==> images/wires.png <==
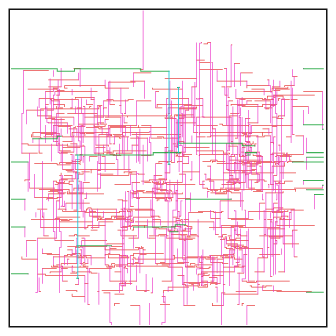
==> images/placement.png <==
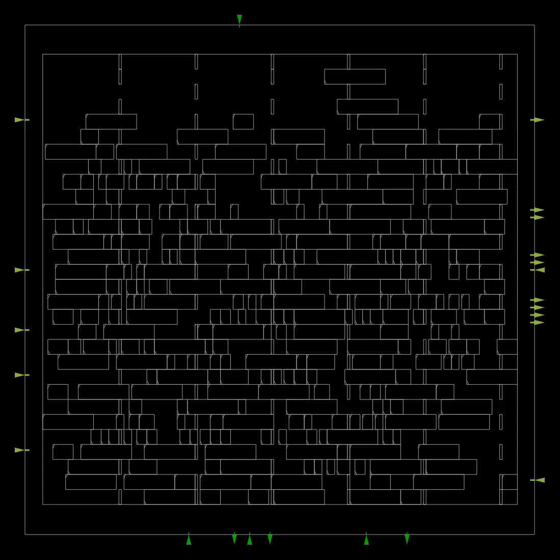
<file path="src/rtl/snake_input_ctrl.sv">
// snake_input_ctrl: button front end for the snake game.
// Synchronises and debounces the eight raw button levels and turns them into
// one-cycle press events. Direction presses are arbitrated, filtered against
// the current heading and queued, then released one per game tick. It also
// owns the pause/run state toggled by Start.
//
// Optional build macro: ALLOW_REVERSE_EN. When defined, the opposite-direction
// rejection is removed ("reverse snake" mode).
//
// Ports:
//   clk, resetN                     clock, asynchronous active-low reset
//   A, B, Select, Start             raw button levels (asynchronous)
//   Up, Down, Left, Right           raw direction button levels (asynchronous)
//   tick                            one-cycle game-step strobe
//   dir_out                         current direction: 0 Up, 1 Down, 2 Left, 3 Right
//   dir_changed                     one-cycle pulse when dir_out is loaded from the queue
//   a_press/b_press/select_press/start_press  one-cycle press pulses
//   paused                          game paused flag
//   fifo_count                      number of queued directions
//   overflow                        sticky: an accepted direction was dropped (queue full)
module snake_input_ctrl #(
  parameter int unsigned DEBOUNCE_CYCLES = 500000,
  parameter int unsigned FIFO_DEPTH      = 4
) (
  input  logic                          clk,
  input  logic                          resetN,
  input  logic                          A,
  input  logic                          B,
  input  logic                          Select,
  input  logic                          Start,
  input  logic                          Up,
  input  logic                          Down,
  input  logic                          Left,
  input  logic                          Right,
  input  logic                          tick,
  output logic [1:0]                    dir_out,
  output logic                          dir_changed,
  output logic                          a_press,
  output logic                          b_press,
  output logic                          select_press,
  output logic                          start_press,
  output logic                          paused,
  output logic [$clog2(FIFO_DEPTH):0]   fifo_count,
  output logic                          overflow
);

  localparam int unsigned NBTN  = 8;
  localparam int unsigned PRE_W = (DEBOUNCE_CYCLES > 1) ? $clog2(DEBOUNCE_CYCLES) : 1;
  localparam int unsigned PTR_W = $clog2(FIFO_DEPTH);
  localparam int unsigned CNT_W = PTR_W + 1;

  // Button bit order: 0 A, 1 B, 2 Select, 3 Start, 4 Up, 5 Down, 6 Left, 7 Right
  logic [NBTN-1:0]      raw, sync1, sync2, deb, deb_nxt, rise_c, press;
  logic [NBTN-1:0][1:0] hist;
  logic [PRE_W-1:0]     pre_cnt;
  logic                 strobe_c;

  logic [1:0]           mem [FIFO_DEPTH];
  logic [PTR_W-1:0]     rd_ptr, wr_ptr, last_idx;
  logic [1:0]           cand_c, ref_c;
  logic                 cand_vld_c, accept_c, pop_c, push_c, full_c, flush_c;

  assign raw      = {Right, Left, Down, Up, Start, Select, B, A};
  assign strobe_c = (pre_cnt == PRE_W'(DEBOUNCE_CYCLES - 1));

  // Debounce decision. Only the two older samples are stored; the newest
  // sample is the synchronised level at the strobe, so the 3-bit history is
  // {hist, sync2}. Between strobes the history cannot change, so deb holds.
  always_comb begin
    deb_nxt = deb;
    for (int i = 0; i < NBTN; i++) begin
      if (strobe_c) begin
        if ({hist[i], sync2[i]} == 3'b111)      deb_nxt[i] = 1'b1;
        else if ({hist[i], sync2[i]} == 3'b000) deb_nxt[i] = 1'b0;
      end
    end
    rise_c = deb_nxt & ~deb;
  end

  // Synchronisers, shared prescaler, histories and press pulses
  always_ff @(posedge clk or negedge resetN) begin
    if (!resetN) begin
      sync1   <= '0;
      sync2   <= '0;
      pre_cnt <= '0;
      hist    <= '0;
      deb     <= '0;
      press   <= '0;
    end else begin
      sync1   <= raw;
      sync2   <= sync1;
      pre_cnt <= strobe_c ? '0 : pre_cnt + PRE_W'(1);
      if (strobe_c) begin
        for (int i = 0; i < NBTN; i++) hist[i] <= {hist[i][0], sync2[i]};
      end
      deb     <= deb_nxt;
      press   <= rise_c;
    end
  end

  assign a_press      = press[0];
  assign b_press      = press[1];
  assign select_press = press[2];
  assign start_press  = press[3];

  // Direction arbitration, filtering and queue control
  always_comb begin
    last_idx   = wr_ptr - PTR_W'(1);
    cand_vld_c = (|press[7:4]) & ~paused;
    cand_c     = 2'd3;
    if (press[4])      cand_c = 2'd0;
    else if (press[5]) cand_c = 2'd1;
    else if (press[6]) cand_c = 2'd2;
    // Reference is taken from pre-pop state
    ref_c      = (fifo_count != '0) ? mem[last_idx] : dir_out;
`ifdef ALLOW_REVERSE_EN
    accept_c   = cand_vld_c && (cand_c != ref_c);
`else
    accept_c   = cand_vld_c && (cand_c != ref_c) && (cand_c != {ref_c[1], ~ref_c[0]});
`endif
    pop_c      = tick & ~paused & (fifo_count != '0);
    full_c     = (fifo_count == CNT_W'(FIFO_DEPTH));
    // A pop in the same cycle frees the slot, so a full queue still accepts
    push_c     = accept_c & (~full_c | pop_c);
    flush_c    = press[3] & ~paused;
  end

  // Queue storage; contents need no reset since fifo_count gates every read
  always_ff @(posedge clk) begin
    if (push_c) mem[wr_ptr] <= cand_c;
  end

  // Queue pointers, direction, pause and overflow state
  always_ff @(posedge clk or negedge resetN) begin
    if (!resetN) begin
      rd_ptr      <= '0;
      wr_ptr      <= '0;
      fifo_count  <= '0;
      dir_out     <= 2'd3;
      dir_changed <= 1'b0;
      paused      <= 1'b0;
      overflow    <= 1'b0;
    end else begin
      dir_changed <= pop_c;
      if (pop_c) begin
        dir_out <= mem[rd_ptr];
        rd_ptr  <= rd_ptr + PTR_W'(1);
      end
      if (push_c) wr_ptr <= wr_ptr + PTR_W'(1);
      if (accept_c && full_c && !pop_c) overflow <= 1'b1;
      fifo_count <= fifo_count + CNT_W'(push_c) - CNT_W'(pop_c);
      if (press[3]) paused <= ~paused;
      // Entering pause discards everything queued, including this cycle's push
      if (flush_c) begin
        rd_ptr     <= '0;
        wr_ptr     <= '0;
        fifo_count <= '0;
      end
    end
  end

endmodule
</file>
<file path="config.mk">
export PLATFORM = sky130hd
export DESIGN_NAME = snake_input_ctrl
export DESIGN_NICKNAME = d
export VERILOG_FILES = /design/src/rtl/snake_input_ctrl.sv
export SDC_FILE = /design/constraint.sdc
export NUM_CORES = 1
export LEC_CHECK = 0
export CORE_MARGIN = 3
export CORE_UTILIZATION = 47
export DETAILED_ROUTE_END_ITERATION = 8
export GPL_ROUTABILITY_DRIVEN = 1
export MAX_ROUTING_LAYER = met4
export PLACE_DENSITY = 0.74
export SLEW_MARGIN = 5
export SYNTH_ARGS = -nofsm -noshare
export SYNTH_HDL_FRONTEND = slang
export SYNTH_SLANG_ARGS = --single-unit
</file>
<file path="constraint.sdc">
create_clock -name clk -period 4.6 [get_ports clk]
set_input_delay 0.92 -clock clk [delete_from_list [all_inputs] [get_ports clk]]
set_output_delay 0.92 -clock clk [all_outputs]
set_load 0.03 [all_outputs]
</file>
==> flow_metrics.tcl <==
# flow metrics
set metrics [dict create \
    worst_path_largest_cell_delay_ps 460 \
    met1_wl_um 2536 \
    largest_net_degree_at_the_start_of_global_routing 80 \
    critical_path.reg2reg.startpoint "wr_ptr[0]$_DFFE_PN0P_" \
    antenna_found_initial 0 \
    yosys-stat-cells 289 \
    yosys.area_share.adder 0.03071 \
    synthMostInstantiatedCell "sky130_fd_sc_hd__dfrtp_1" \
    most_heavily_used_metal_layer_in_global_routing "met2" \
    route.met3.wl_um 223 \
    yosys_most_used_dff "sky130_fd_sc_hd__dfrtp_1" \
    critical_path_arrival_ps 3300 \
    switching_share 0.2109 \
    power_top_consumer "sequential cells" \
    min_from "sync1[6]$_DFF_PN0_" \
    combAreaFraction 0.2953 \
    path_class "register to register" \
    post_route_minimum_period_ps 3052 \
    status "completed" \
    seq_area_um2 2220 \
    nonClkBufAreaFrac 0.05630 \
    vdd_ir_drop_max_mv 0.2429 \
    timing.slew.headroom 0.3695 \
    highest_count_cells_in_the_layout_ignoring_fill_and_taps "sky130_fd_sc_hd__dfrtp_1 (77), sky130_fd_sc_hd__nand2_1 (27), sky130_fd_sc_hd__o21ai_0 (24)" \
]
## Picture notes: wires.png
| layer | colour | wire length |
|---|---|---|
| metal 2 | magenta | 2880 um |
| metal 1 | red | 2540 um |
| metal 4 | cyan | 82.3 um |
| metal 3 | green | 223 um |

## Picture notes: placement.png
placeable core region: 7019 um2
registers: 87
placement row count: 30
flop share of the area: 0.5549

